--- src/rtl/sqrt_sync_bridge_if.sv ---
// Stream bundle for sqrt_sync_bridge: operand stream in, result stream out.
//   in_valid/in_ready/in_data     operand handshake (producer -> bridge)
//   res_valid/res_ready/res_data  result handshake  (bridge -> consumer)
// master: producer/consumer side; slave: bridge side.
interface sqrt_sync_bridge_if #(
    parameter int unsigned WIDTH = 32
);
    logic             in_valid;
    logic             in_ready;
    logic [WIDTH-1:0] in_data;
    logic             res_valid;
    logic             res_ready;
    logic [WIDTH-1:0] res_data;

    modport master (
        output in_valid, in_data, res_ready,
        input  in_ready, res_valid, res_data
    );

    modport slave (
        input  in_valid, in_data, res_ready,
        output in_ready, res_valid, res_data
    );
endinterface

--- src/rtl/sqrt_sync_bridge.sv ---
// Clocked front end for a self-timed sqrt core using a four-phase req/fin
// handshake with bundled data. One operand in flight at a time.
// Ports:
//   clk, rst      clock, asynchronous active-high reset
//   bus           operand/result valid-ready streams (slave side)
//   busy          high whenever the FSM is not idle
//   timeout_err   sticky, a fin edge took TIMEOUT cycles or more (0 disables)
//   sq_req/sq_in  registered request and operand towards the core
//   sq_fin/sq_out asynchronous completion and root from the core
module sqrt_sync_bridge #(
    parameter int unsigned WIDTH       = 32,
    parameter int unsigned SETUP_CYC   = 1,
    parameter int unsigned SYNC_STAGES = 2,
    parameter int unsigned TIMEOUT     = 0
) (
    input  logic             clk,
    input  logic             rst,
    sqrt_sync_bridge_if.slave bus,
    output logic             busy,
    output logic             timeout_err,
    output logic             sq_req,
    output logic [WIDTH-1:0] sq_in,
    input  logic             sq_fin,
    input  logic [WIDTH-1:0] sq_out
);

    localparam int unsigned CNT_W = 32;
    localparam int unsigned VLD_W = SYNC_STAGES - 1;
    localparam logic [CNT_W-1:0] CNT_MAX    = '1;
    localparam logic [CNT_W-1:0] SETUP_LAST = CNT_W'(SETUP_CYC);
    localparam logic [CNT_W-1:0] TO_LAST    = (TIMEOUT == 0) ? '0 : CNT_W'(TIMEOUT - 1);
    localparam logic             TO_EN      = (TIMEOUT != 0);

    typedef enum logic [2:0] {
        IDLE,
        SETUP,
        WAIT_HI,
        WAIT_LO,
        DONE
    } state_e;

    state_e                 state_q, state_d;
    logic [CNT_W-1:0]       cnt_q, cnt_d;
    logic [WIDTH-1:0]       sq_in_q, sq_in_d;
    logic                   sq_req_q, sq_req_d;
    logic [WIDTH-1:0]       res_data_q, res_data_d;
    logic                   res_valid_q, res_valid_d;
    logic                   timeout_err_q, timeout_err_d;
    logic                   busy_q, busy_d;
    logic                   in_ready_q, in_ready_d;
    logic [SYNC_STAGES-1:0] fin_sync_q;
    logic [VLD_W-1:0]       sync_vld_q;
    logic                   fin_s;
    logic                   fin_s_next;
    logic                   fin_s_next_vld;
    logic                   wait_tick;

    assign fin_s          = fin_sync_q[SYNC_STAGES-1];
    // Value fin_s takes after the coming edge, so in_ready can be registered exactly.
    assign fin_s_next     = fin_sync_q[SYNC_STAGES-2];
    // The synchroniser is cleared by reset; its output is only trusted once refilled
    // from sq_fin, otherwise a fin still high from before reset would look low.
    assign fin_s_next_vld = sync_vld_q[VLD_W-1];

    // fin synchroniser and its post-reset fill tracker
    always_ff @(posedge clk or posedge rst) begin
        if (rst) begin
            fin_sync_q <= '0;
            sync_vld_q <= '0;
        end else begin
            fin_sync_q <= {fin_sync_q[SYNC_STAGES-2:0], sq_fin};
            sync_vld_q <= VLD_W'({sync_vld_q, 1'b1});
        end
    end

    // State and datapath registers
    always_ff @(posedge clk or posedge rst) begin
        if (rst) begin
            state_q       <= IDLE;
            cnt_q         <= '0;
            sq_in_q       <= '0;
            sq_req_q      <= 1'b0;
            res_data_q    <= '0;
            res_valid_q   <= 1'b0;
            timeout_err_q <= 1'b0;
            busy_q        <= 1'b0;
            in_ready_q    <= 1'b0;
        end else begin
            state_q       <= state_d;
            cnt_q         <= cnt_d;
            sq_in_q       <= sq_in_d;
            sq_req_q      <= sq_req_d;
            res_data_q    <= res_data_d;
            res_valid_q   <= res_valid_d;
            timeout_err_q <= timeout_err_d;
            busy_q        <= busy_d;
            in_ready_q    <= in_ready_d;
        end
    end

    // Next-state and output logic
    always_comb begin
        state_d       = state_q;
        cnt_d         = cnt_q;
        sq_in_d       = sq_in_q;
        sq_req_d      = sq_req_q;
        res_data_d    = res_data_q;
        res_valid_d   = res_valid_q;
        timeout_err_d = timeout_err_q;
        wait_tick     = 1'b0;

        case (state_q)
            IDLE: begin
                if (bus.in_valid && in_ready_q) begin
                    sq_in_d = bus.in_data;
                    cnt_d   = '0;
                    state_d = SETUP;
                end
            end
            SETUP: begin
                if (cnt_q == SETUP_LAST) begin
                    sq_req_d = 1'b1;
                    cnt_d    = '0;
                    state_d  = WAIT_HI;
                end else begin
                    cnt_d = cnt_q + CNT_W'(1);
                end
            end
            WAIT_HI: begin
                if (fin_s) begin
                    res_data_d = sq_out;
                    sq_req_d   = 1'b0;
                    cnt_d      = '0;
                    state_d    = WAIT_LO;
                end else begin
                    wait_tick = 1'b1;
                end
            end
            WAIT_LO: begin
                if (!fin_s) begin
                    res_valid_d = 1'b1;
                    state_d     = DONE;
                end else begin
                    wait_tick = 1'b1;
                end
            end
            DONE: begin
                if (bus.res_ready) begin
                    res_valid_d = 1'b0;
                    state_d     = IDLE;
                end
            end
            default: state_d = IDLE;
        endcase

        // Timeout only flags; the handshake keeps waiting. Counter saturates.
        if (wait_tick) begin
            if (cnt_q != CNT_MAX) begin
                cnt_d = cnt_q + CNT_W'(1);
            end
            if (TO_EN && (cnt_q == TO_LAST)) begin
                timeout_err_d = 1'b1;
            end
        end

        busy_d     = (state_d != IDLE);
        in_ready_d = (state_d == IDLE) && fin_s_next_vld && !fin_s_next;
    end

    assign bus.in_ready  = in_ready_q;
    assign bus.res_valid = res_valid_q;
    assign bus.res_data  = res_data_q;
    assign busy          = busy_q;
    assign timeout_err   = timeout_err_q;
    assign sq_req        = sq_req_q;
    assign sq_in         = sq_in_q;

endmodule

--- src/flat_wrapper.sv ---
// flat-port wrapper written by rule: the top's interface ports become plain ports
module sqrt_sync_bridge_flat 
#(
    parameter int unsigned WIDTH       = 32,
    parameter int unsigned SETUP_CYC   = 1,
    parameter int unsigned SYNC_STAGES = 2,
    parameter int unsigned TIMEOUT     = 0
)
  (clk, rst, busy, timeout_err, sq_req, sq_in, sq_fin, sq_out, bus_in_valid, bus_in_data, bus_res_ready, bus_in_ready, bus_res_valid, bus_res_data);
  sqrt_sync_bridge_if #(.WIDTH(WIDTH)) bus_i ();
  input  logic clk;
  input  logic rst;
  output logic busy;
  output logic timeout_err;
  output logic sq_req;
  output logic [WIDTH-1:0] sq_in;
  input  logic sq_fin;
  input  logic [WIDTH-1:0] sq_out;
  input wire logic [$bits(bus_i.in_valid)-1:0] bus_in_valid;
  input wire logic [$bits(bus_i.in_data)-1:0] bus_in_data;
  input wire logic [$bits(bus_i.res_ready)-1:0] bus_res_ready;
  output wire logic [$bits(bus_i.in_ready)-1:0] bus_in_ready;
  output wire logic [$bits(bus_i.res_valid)-1:0] bus_res_valid;
  output wire logic [$bits(bus_i.res_data)-1:0] bus_res_data;
  assign bus_i.in_valid = bus_in_valid;
  assign bus_i.in_data = bus_in_data;
  assign bus_i.res_ready = bus_res_ready;
  assign bus_in_ready = bus_i.in_ready;
  assign bus_res_valid = bus_i.res_valid;
  assign bus_res_data = bus_i.res_data;
  sqrt_sync_bridge #(.WIDTH(WIDTH), .SETUP_CYC(SETUP_CYC), .SYNC_STAGES(SYNC_STAGES), .TIMEOUT(TIMEOUT)) u_core (.clk(clk), .rst(rst), .bus(bus_i), .busy(busy), .timeout_err(timeout_err), .sq_req(sq_req), .sq_in(sq_in), .sq_fin(sq_fin), .sq_out(sq_out));
endmodule
--- config.mk ---
export PLATFORM = sky130hd
export DESIGN_NAME = sqrt_sync_bridge_flat
export DESIGN_NICKNAME = d
export VERILOG_FILES = /design/src/rtl/sqrt_sync_bridge_if.sv /design/src/rtl/sqrt_sync_bridge.sv /design/src/flat_wrapper.sv
export SDC_FILE = /design/constraint.sdc
export NUM_CORES = 1
export LEC_CHECK = 0
export ABC_CLOCK_PERIOD_IN_PS = 3500
export CAP_MARGIN = 10
export CORE_MARGIN = 10
export CORE_UTILIZATION = 25
export DETAILED_ROUTE_END_ITERATION = 16
export SLEW_MARGIN = 25
export SYNTH_ARGS = -nofsm -noshare
export SYNTH_HDL_FRONTEND = slang
export SYNTH_SLANG_ARGS = --single-unit
--- constraint.sdc ---
create_clock -name clk -period 3.5 [get_ports clk]
set_input_delay 0.35 -clock clk [delete_from_list [all_inputs] [get_ports clk]]
set_output_delay 0.35 -clock clk [all_outputs]
set_load 0.05 [all_outputs]
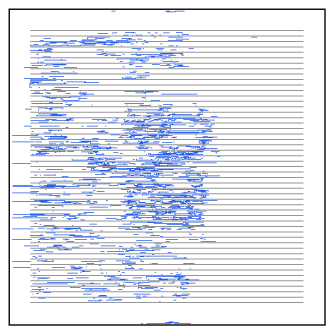
Fig. 1. M1 wires.
Drawn at 2 px/um. Supply wires on this layer in gray.
The layer holds 40% of the routed length. 549 nets have wire on it. The wires run mostly horizontal. The longest straight run is 24.8 um.

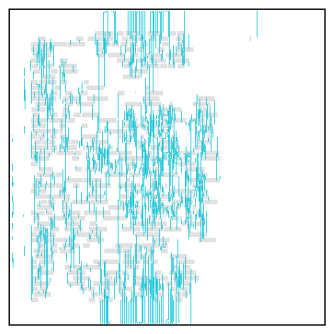
Fig. 2. The metal 2 layer.
Drawn at 2 px/um.
The longest straight run is 43.9 um. The layer holds 48% of the routed length. The layer carries 5,870 um of wire. The wires run mostly vertical.
final routed wirelength across all metal layers: 12,300 um
met2 capacity usage during global routing: 0.162

==> job_summary.md <==
## Implementation flow summary

| Metric | Value |
|---|---|
| Max transition margin | 0.478 |
| Hold-fix buffers at CTS | 0 |
| Design internal power | 3.67 mW |
| Clock latency at the later pin of the worst-skew pair | 350 ps |
| Hold/Removal Path Class | flip-flop to flip-flop |
| Critical register-to-register path startpoint | u_core.cnt_q[20] |
| And+or+nand+nor area frac | 0.138 |
| CP Max Fanout | 19 |
| Number of tap cells added at floorplan | 234 |
| Slowest CP cell | sky130_fd_sc_hd__a21boi_4 |
| Biggest Area Class | flip-flops and latches |
| Synth-to-Final Area Change | 41.1% |
| CTS-repair resized insts | 0 |
| Met3 WL post-DR | 1410 um |
| Root Buffer Master | sky130_fd_sc_hd__clkbuf_16 |
| Switching power as a share of total power | 0.464 |
| Net Switching | 3.17 mW |
| Post-synthesis sequential area ratio | 0.564 |
| Worst setup path startpoint | u_core.cnt_q[20] |
| Number of buffers inserted to repair setup after CTS | 0 |
| Maximum clock frequency | 389 MHz |
| Result of the run | finished clean |
| Logic share of the area | 0.291 |
| Post-Synth XOR/XNOR Area | 0.0130 |
| Mux cell area share | 0.153 |
| Drt first-iter violations | 189 |
| Synth area leader | sky130_fd_sc_hd__dfrtp_1 |
| # rows | 50 |
| Combinational gate count | 264 |
| Setup violations, final | 0 |
| Aggregate negative setup slack | 0 ps |
| Reg2Reg Capture Point | u_core.cnt_q[13] |
| Clock buffers | 9 |
[registers in the layout, summed over array words and instances, names as in the netlist]
register	cells
u_core.bus.in_ready	1
u_core.bus.res_data	32
u_core.bus.res_valid	1
u_core.busy	1
u_core.cnt_q	32
u_core.fin_s_next_vld	1
u_core.fin_sync_q	2
u_core.sq_in	32
u_core.sq_req	1
u_core.state_q	3
[metrics by stage]
step	power [mW]	util	std cells	area [um2]	hold WS, ps
after detailed placement	5.76	0.340	751	6310	379
after global routing	7.23	0.357	767	6640	412
after floorplan	4.57	-	396	4700	355
final	6.83	0.357	767	6640	394
after global placement	5.69	0.340	751	6310	362
after CTS	6.90	0.357	767	6640	395
[placed cells by master (no fill, tap or decap), types with 4 or more instances in the layout]
cell type and instances:
sky130_fd_sc_hd__clkdlybuf4s50_1 136, sky130_fd_sc_hd__dfrtp_1 106, sky130_fd_sc_hd__mux2_2 64, sky130_fd_sc_hd__nand2_1 32, sky130_fd_sc_hd__nand3_1 21, sky130_fd_sc_hd__o21ai_0 19
sky130_fd_sc_hd__a21oi_1 17, sky130_fd_sc_hd__nor2_1 9, sky130_fd_sc_hd__and3_1 9, sky130_fd_sc_hd__a31oi_1 9, sky130_fd_sc_hd__clkbuf_16 9, sky130_fd_sc_hd__nor4_1 8
sky130_fd_sc_hd__nand4_1 8, sky130_fd_sc_hd__a21o_1 8, sky130_fd_sc_hd__nor3_1 7, sky130_fd_sc_hd__inv_1 6, sky130_fd_sc_hd__xor2_1 5, sky130_fd_sc_hd__nand2b_1 4
[routing by layer]
metal  vias up  GRT usage
met4         0     0.0316
met5         -          0
met3        14     0.0543
li1       1709          -
met1      1787      0.117
met2       112      0.162
Power is estimated from default activity; no workload was simulated.
